==> images/final_placement.png <==
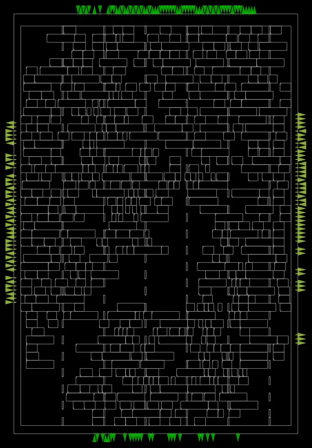
==> images/gate_families.png <==
Bar = 20 um.
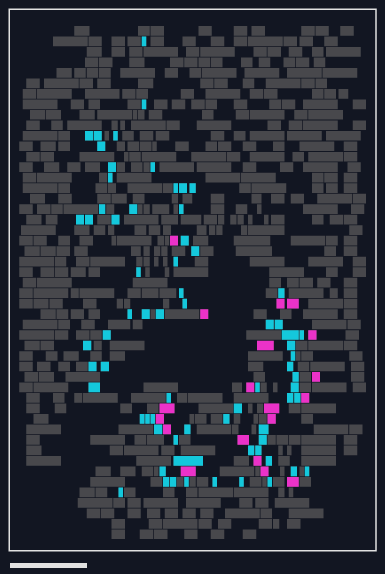
==> images/density.png <==
9 x 14 tiles, from black (low) to pale yellow (high), 0 to 100% covered.
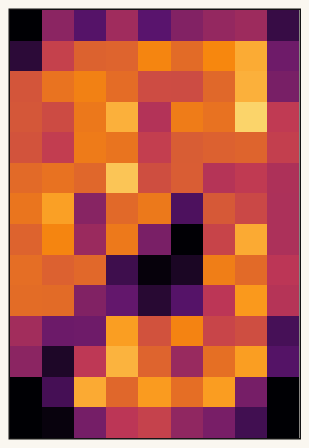
==> images/met3.png <==
Bar = 20 um.
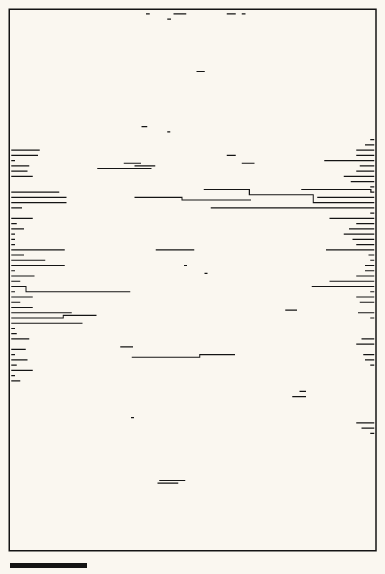
Design inst_fetch_bridge, sky130hd; sources not shown.
==> run_results.csv <==
group,metric,value,unit
critical_path,crit_buf_inv,2,
critical_path,crit_cells,8,
layout,antennaDiodeCount,0,
clock_tree,cts_buffers,9,
timing,rsz0062_at_grt,"false",
drt,routed_via_density,5.14,
clock_tree,ctsRootBufferMaster,"clkbuf_16",
synth,yosysMostFrequentCell,"dfrtp_1",
timing,setup_viol,0,
synth,synthTopCellsByArea,"dfrtp_1 (52%), xnor2_1 (8.6%), mux2_2 (6.7%), a22o_1 (5.4%), xor2_1 (2.8%)",
floorplanning,fp-row-count,49,
placement,placed_area,0.00655,mm2
hold_path,hold_class,"flop to flop",
drt,drt_iter0_drc,89,
timing,min_period,3.40,ns
synth,synthArstFlopShare,1.00,
placement,dp_hpwl,9400,um
synth,synth_nets,480,
synth,synth.distinct_cells,45,
drt,wl_met1,4710,um
synth,yosysSeqAreaShare,0.534,
clock_tree,clkTransAtPathRegs,0.07,ns
clock_tree,cts.sinks,100,
timing,slew_headroom,0.424,
timing,skew,0.00623,ns
drt,first_pass_iters,4,
run,tool_warnings,29,
clock_tree,htree_levels,3,
critical_path,cp-start-kind,"input port",
timing,finalMaxSlewViolations,0,
global_routing,antenna_found_initial,0,
synth,fa_ha_area_frac,0.0133,
floorplanning,ios,168,
critical_path,critical_path_class,"input port to flop",
critical_path,worstPathCellList,"clkdlybuf4s50_1 -> xnor2_1 -> nand4b_1 -> nor4b_1 -> nand3_1 -> a2bb2oi_2 -> buf_4 -> a22o_1",
critical_path,required,4.22,ns
drt,met2_length,6630,um
synth,avgSynthCellArea,11.6,um2
layout,comb_area,0.00208,mm2
synth,top_logic_kind,"simple AND/OR/NAND/NOR gates",
critical_path,slowest_delay,0.50,ns
synth,yosysTopAreaCell,"dfrtp_1",
clock_tree,clock.latency.late_pin,0.34,ns
outcome,status,"complete, no violations",
timing,whs,0.470,ns
critical_path,crit_family,"simple AND/OR/NAND/NOR gates",
drt,top_layer,"met4",
layout,drive_gt1_frac,0.106,
synth,ys_sh_aoi,0.0864,
layout,final_area,0.00684,mm2
floorplanning,die_area,0.0133,mm2
synth,xor_area_frac,0.114,
critical_path,crit_path_max_fanout,31,
layout,syn2layout_area_growth,45.8,%
synth,synth_area,0.00469,mm2
power_and_ir_drop,leakagePower,2.87,nW
critical_path,crit_slowest_cell,"clkdlybuf4s50_1",
synth,yosys_area,0.00469,mm2
placement,routabilityCongestion,0.769,
floorplanning,die_width,94.7,um
drt,drc,0,
synth,ys_cells,406,
synth,synth-warning-count,0,
global_routing,grt_pass1_vias,3929,
timing,worst_pin_slew,0.864,ns
synth,yosysTopAreaCellShare,0.518,
hold_path,whs_path_depth,2,
synth,synth_cells,406,
synth,common_cells,"dfrtp_1 (97), xnor2_1 (46), a22o_1 (29), mux2_2 (28), nand2_1 (26)",
synth,synth-edff-count,0,
drt,wire_per_inst,16.7,um
timing,max_freq,294,MHz
drt,wl_met3,675,um
timing,hold_viol_final,0,
layout,seqCellArea,0.00251,mm2
synth,synthSimpleGateAreaFrac,0.157,
synth,mux_area_frac,0.0694,
drt,ant_nets,0,
synth,ys_seq_elements,100,
Notes on final_placement.png above:
Tap Cells: 153
fill count: 1,074
Seq cells: 100

Notes on gate_families.png above:
AND and OR gates -> magenta  # cells 19, most used and3_1
NAND gates -> cyan  # cells 70, most used nand2_1
logic share of the area: 0.304
Non-Filler Instances: 736
dominant logic cell type in the layout: clkdlybuf4s50_1

Notes on density.png above:
tiles over 75% full = 11%
emptiest ninth of the die = lower left
nearly empty tiles = 5.6%
fullest tile = 91%
mean over tiles = 50%
densest ninth of the die = middle left
Core Region: 0.0120 mm2
final core utilization: 0.569
Core Density at Floorplan: 0.390

Notes on met3.png above:
wire length on this layer = 675 um
share of all routed wire = 5.5%
main direction = horizontal
longest straight run = 42.1 um
GR Util met3: 0.0387
Vias: 3,784
drt total wl: 12,300 um

worst register-to-register path, cell delays in order (launching register included):
cell and delay (ns):
dfrtp_1 0.40, xnor2_1 0.33, nand4b_1 0.15, nor4b_1 0.47
nand3_1 0.25, a2bb2oi_2 0.18, buf_4 0.23, a22o_1 0.28
layout make-up:
type | count | area share
multi-input cells | 279 | 0.304
clock buffers | 9 | 0.0329
flip-flops and latches | 100 | 0.366
clock inverters | 7 | 0.00970
repair buffers | 172 | 0.250
inverters | 16 | 0.00915
well taps | 153 | 0.0280
cell usage in the layout, fill, tap and decap left out, types with 9 or more instances in the layout:
cell type,instances
dfrtp_1,97
nor3_1,10
a22o_1,29
nand4_1,18
nand2_1,26
o21ai_0,12
inv_1,15
clkdlybuf4s50_1,167
clkbuf_16,9
nor2_1,16
xnor2_1,46
mux2_2,28
nand3_1,16
xor2_1,15
metrics by stage:
step	setup slack (ns)	utilization
5_1_grt	0.539	0.569
3_3_place_gp	0.326	0.545
2_1_floorplan	0.186	-
6_report	0.601	0.569
3_5_place_dp	0.216	0.545
4_1_cts	0.576	0.569
logic make-up after synthesis:
| logic type | count (synthesis) |
|---|---|
| multiplexers | 29 |
| AND-OR/OR-AND | 55 |
| AND/OR/NAND/NOR | 129 |
| XOR/XNOR | 61 |
| buffers and inverters | 27 |
| adder cells (fa/ha/maj) | 5 |
| flip-flops | 100 |
where the power goes:
part	total, mW	internal [mW]	switching [mW]
clock	0.853	0.439	0.414
sequential	1.41	1.21	0.204
combinational	1.98	0.735	1.24
routing by layer:
layer  up-vias  global-route usage
li1       1795                   -
met1      1852               0.212
met2       121               0.340
met3        16              0.0387
met4         0              0.0671
met5         -                   0
Power and IR drop assume default switching activity.
